<file path="config.mk">
export PLATFORM = sky130hd
export DESIGN_NAME = instr_fetch
export DESIGN_NICKNAME = d
export VERILOG_FILES = /design/src/rtl/riscv_pkg.sv /design/src/rtl/instr_fifo.sv /design/src/rtl/instr_fetch.sv
export SDC_FILE = /design/constraint.sdc
export NUM_CORES = 1
export LEC_CHECK = 0
export CORE_ASPECT_RATIO = 1.2
export CORE_UTILIZATION = 45
export CTS_CLUSTER_DIAMETER = 50
export CTS_CLUSTER_SIZE = 8
export DETAILED_ROUTE_END_ITERATION = 8
export DONT_BUFFER_PORTS = 1
export PLACE_DENSITY = 0.58
export RECOVER_POWER = 100
export SKIP_LAST_GASP = 1
export SLEW_MARGIN = 25
export SYNTH_ARGS = -nofsm -noshare
export SYNTH_HDL_FRONTEND = slang
export SYNTH_SLANG_ARGS = --single-unit
export TNS_END_PERCENT = 50
</file>
<file path="constraint.sdc">
create_clock -name i_clk -period 3.17 [get_ports i_clk]
set_input_delay 0.634 -clock i_clk [delete_from_list [all_inputs] [get_ports i_clk]]
set_output_delay 0.634 -clock i_clk [all_outputs]
set_load 0.005 [all_outputs]
</file>
<file path="src/rtl/riscv_pkg.sv">
// Shared RISC-V core constants and types used by the fetch path.
package riscv_pkg;

  localparam int unsigned XLEN      = 32;
  localparam logic [31:0] RESET_PC  = 32'h0000_0000;
  localparam logic [31:0] NOP_INSTR = 32'h0000_0013;

  typedef enum logic {
    FETCH,
    DRAIN
  } fetch_state_e;

endpackage

</file>
<file path="src/rtl/instr_fifo.sv">
// Show-ahead synchronous FIFO of {pc, instr} entries with occupancy count and flush.
module instr_fifo #(
  parameter int unsigned DEPTH = 4,
  parameter int unsigned WIDTH = 64
) (
  input  logic                     i_clk,
  input  logic                     i_rst_n,
  input  logic                     i_flush,
  input  logic                     i_push,
  input  logic [WIDTH-1:0]         i_wdata,
  input  logic                     i_pop,
  output logic                     o_valid,
  output logic [WIDTH-1:0]         o_rdata,
  output logic [$clog2(DEPTH):0]   o_count
);

  localparam int unsigned AW = $clog2(DEPTH);
  localparam int unsigned CW = AW + 1;
  localparam logic [CW-1:0] FULL_CNT = CW'(DEPTH);

  logic [WIDTH-1:0] mem_q [DEPTH];
  logic [AW-1:0]    wptr_q, rptr_q;
  logic [CW-1:0]    count_q;
  logic             push_ok, pop_ok;

  assign push_ok = i_push & ~i_flush & (count_q != FULL_CNT);
  assign pop_ok  = i_pop & ~i_flush & (count_q != '0);

  always_ff @(posedge i_clk or negedge i_rst_n) begin
    if (!i_rst_n) begin
      wptr_q  <= '0;
      rptr_q  <= '0;
      count_q <= '0;
    end else if (i_flush) begin
      wptr_q  <= '0;
      rptr_q  <= '0;
      count_q <= '0;
    end else begin
      if (push_ok) wptr_q <= wptr_q + 1'b1;
      if (pop_ok)  rptr_q <= rptr_q + 1'b1;
      count_q <= count_q + CW'(push_ok) - CW'(pop_ok);
    end
  end

  always_ff @(posedge i_clk) begin
    if (push_ok) mem_q[wptr_q] <= i_wdata;
  end

  // Head reads as zero when empty so decode never sees stale storage.
  assign o_valid = (count_q != '0);
  assign o_rdata = o_valid ? mem_q[rptr_q] : '0;
  assign o_count = count_q;

endmodule

</file>
<file path="src/rtl/instr_fetch.sv">
// Instruction fetch: owns the PC, issues credit-limited word reads and buffers responses
// for decode; redirects flush the buffer and drain stale in-flight responses.
module instr_fetch #(
  parameter int unsigned      XLEN     = 32,
  parameter logic [XLEN-1:0]  RESET_PC = riscv_pkg::RESET_PC,
  parameter int unsigned      DEPTH    = 4
) (
  input  logic            i_clk,
  input  logic            i_rst_n,
  output logic            o_imem_req,
  output logic [XLEN-1:0] o_imem_addr,
  input  logic            i_imem_gnt,
  input  logic            i_imem_rvalid,
  input  logic [XLEN-1:0] i_imem_rdata,
  output logic            o_instr_valid,
  output logic [XLEN-1:0] o_instr,
  output logic [XLEN-1:0] o_instr_pc,
  input  logic            i_instr_ready,
  input  logic            i_redirect,
  input  logic [XLEN-1:0] i_redirect_pc
);

  import riscv_pkg::*;

  localparam int unsigned   CW      = $clog2(DEPTH) + 1;
  localparam logic [CW-1:0] DEPTH_C = CW'(DEPTH);
  localparam logic [XLEN-1:0] START_PC = {RESET_PC[XLEN-1:2], 2'b00};

  fetch_state_e    state_q, state_d;
  logic [XLEN-1:0] fetch_pc_q, fetch_pc_d;
  logic [XLEN-1:0] resp_pc_q, resp_pc_d;
  logic [CW-1:0]   outstanding_q, outstanding_d;
  logic [CW-1:0]   drop_cnt_q, drop_cnt_d;

  logic [CW-1:0]   fifo_count;
  logic [CW:0]     credit_sum;
  logic            credit_ok;
  logic            req, grant, rsp_ok, push, pop;
  logic [CW-1:0]   in_flight;
  logic [XLEN-1:0] target_pc;
  logic            fifo_valid;
  logic [2*XLEN-1:0] fifo_rdata;
  logic            unused_redirect_lsbs;

  assign target_pc            = {i_redirect_pc[XLEN-1:2], 2'b00};
  assign unused_redirect_lsbs = ^i_redirect_pc[1:0];

  // Credit counts FIFO slots already promised to in-flight requests.
  assign credit_sum = {1'b0, outstanding_q} + {1'b0, fifo_count};
  assign credit_ok  = credit_sum < {1'b0, DEPTH_C};

  assign req    = i_rst_n & (state_q == FETCH) & credit_ok & ~i_redirect;
  assign grant  = req & i_imem_gnt;
  assign rsp_ok = i_imem_rvalid & (outstanding_q != '0);
  assign push   = i_imem_rvalid & (state_q == FETCH) & ~i_redirect;
  assign pop    = fifo_valid & i_instr_ready & ~i_redirect;

  assign in_flight = outstanding_q + CW'(grant) - CW'(rsp_ok);

  always_comb begin
    state_d       = state_q;
    fetch_pc_d    = fetch_pc_q;
    resp_pc_d     = resp_pc_q;
    drop_cnt_d    = drop_cnt_q;
    outstanding_d = in_flight;

    unique case (state_q)
      FETCH: begin
        if (grant) fetch_pc_d = fetch_pc_q + XLEN'(4);
        if (push)  resp_pc_d  = resp_pc_q + XLEN'(4);
      end
      DRAIN: begin
        if (rsp_ok && (drop_cnt_q != '0)) drop_cnt_d = drop_cnt_q - 1'b1;
        if (drop_cnt_d == '0) state_d = FETCH;
      end
      default: state_d = FETCH;
    endcase

    // Redirect overrides everything; requests still in flight become stale.
    if (i_redirect) begin
      fetch_pc_d = target_pc;
      resp_pc_d  = target_pc;
      drop_cnt_d = in_flight;
      state_d    = (in_flight != '0) ? DRAIN : FETCH;
    end
  end

  always_ff @(posedge i_clk or negedge i_rst_n) begin
    if (!i_rst_n) begin
      state_q       <= FETCH;
      fetch_pc_q    <= START_PC;
      resp_pc_q     <= START_PC;
      outstanding_q <= '0;
      drop_cnt_q    <= '0;
    end else begin
      state_q       <= state_d;
      fetch_pc_q    <= fetch_pc_d;
      resp_pc_q     <= resp_pc_d;
      outstanding_q <= outstanding_d;
      drop_cnt_q    <= drop_cnt_d;
    end
  end

  instr_fifo #(
    .DEPTH (DEPTH),
    .WIDTH (2 * XLEN)
  ) u_fifo (
    .i_clk   (i_clk),
    .i_rst_n (i_rst_n),
    .i_flush (i_redirect),
    .i_push  (push),
    .i_wdata ({resp_pc_q, i_imem_rdata}),
    .i_pop   (pop),
    .o_valid (fifo_valid),
    .o_rdata (fifo_rdata),
    .o_count (fifo_count)
  );

  assign o_imem_req    = req;
  assign o_imem_addr   = fetch_pc_q;
  assign o_instr_valid = fifo_valid;
  assign o_instr_pc    = fifo_rdata[2*XLEN-1:XLEN];
  assign o_instr       = fifo_rdata[XLEN-1:0];

endmodule

</file>
Track usage over the die:
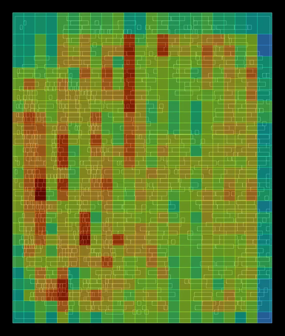
utilization after layout: 51.9%
total track usage: 18.5%
met1 demand-to-capacity share in global routing: 22.2%
WL/cell: 21.9 um
met3 track demand over resource in global routing: 5.76%

Register map, names as in the netlist:
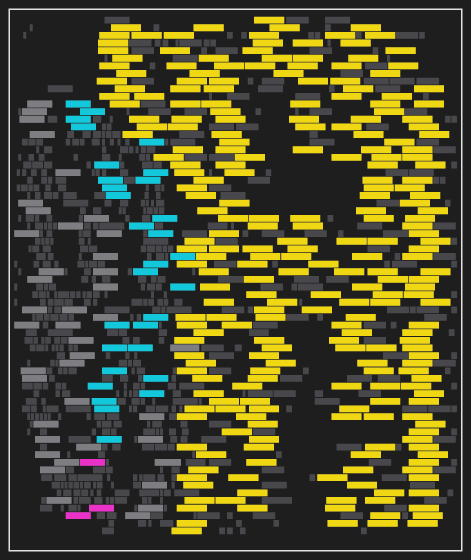
color	netlist name	flops
cyan	`resp_pc_q`	30
yellow	`u_fifo.mem_q`	248
magenta	`outstanding_q`	3
not colored	41
Seq group: 5.19 mW
sequential portion of the cell area: 60.4%
Reg area: 9300 sq um

==> run summary <==
Implementation results are summarized by area below.

Run status
The run finished, with violations left. The checks that failed: capacitance limit, slew limit.

Final timing
The number of pins with negative max-slew slack in the final report is 75. Setup repair after global routing left no endpoint under its margin. The maximum frequency from static timing analysis is 334 MHz.

Logic synthesis
Counting flops with an async set or reset pin after synthesis yields a share of a little under a quarter. Sorting the synthesized cells by area gives the leading types as edfxtp_1 (55%), dfrtp_1 (14%), mux4_2 (10%). Yosys stat counts 852 cells in the synthesized netlist.

Critical path
The cell that appears most often on the critical path is ha_1. The kind of end point of the critical path is a flip-flop. The worst register-to-register path begins at outstanding_q[2].

The gate family responsible for the most delay along the worst path is adder cells.

Global route
Global routing consumed, on the met2 layer, 31.5% of the routing resources.

Cells and area
The share of layout cells above drive strength 1 is 17.7%. In the layout the commonest cells are edfxtp_1 (248), dfrtp_1 (72), mux4_2 (62), and2_0 (62), clkbuf_16 (47). Relative to the synthesized area, the layout overhead comes to 13.1%.

Job
The count of max-cap constraint violations is 1.

Min path
The report gives the cell count of the worst hold path as 1.

CTS
Clock latency on the worst-skew pair, taken at its later pin, is 0.54 ns.

Place
The pre-CTS worst setup slack is around 0.19 ns.

Power
The dominant power group in this design is sequential cells.

Route
The total vias in the final route is around 7400.
Placement density heat map:
16 x 19 tiles, from black (low) to pale yellow (high), 0 to 100% covered.
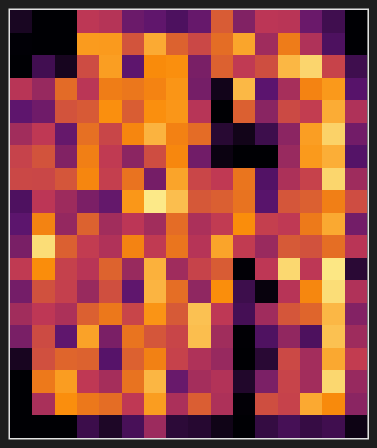
fullest tile	95%
nearly empty tiles	6.9%
mean over tiles	48%
tiles over 75% full	16%

[synth_stat cells (3+ instances only)]
cell type / instances
and2_1: 69
nand2_1: 46
buf_1: 4
buf_4: 4
nor2b_1: 4
and3_1: 9
or2_2: 3
or4_1: 8
dfrtp_1: 74
nor3_1: 9
edfxtp_1: 248
xnor2_1: 33
buf_2: 8
a21boi_0: 6
or3_1: 6
a21oi_1: 6
mux2_2: 14
o211ai_1: 9
and4_1: 6
clkbuf_1: 31
mux2i_1: 3
nand4_1: 14
a31oi_1: 3
o311ai_0: 6
xor2_1: 16
nand3_1: 27
nor2_1: 22
nand2b_1: 3
nor4_1: 11
ha_1: 14
mux4_2: 62
o21ai_0: 26
o31a_1: 3
inv_1: 23
Power is estimated from default activity; no workload was simulated.
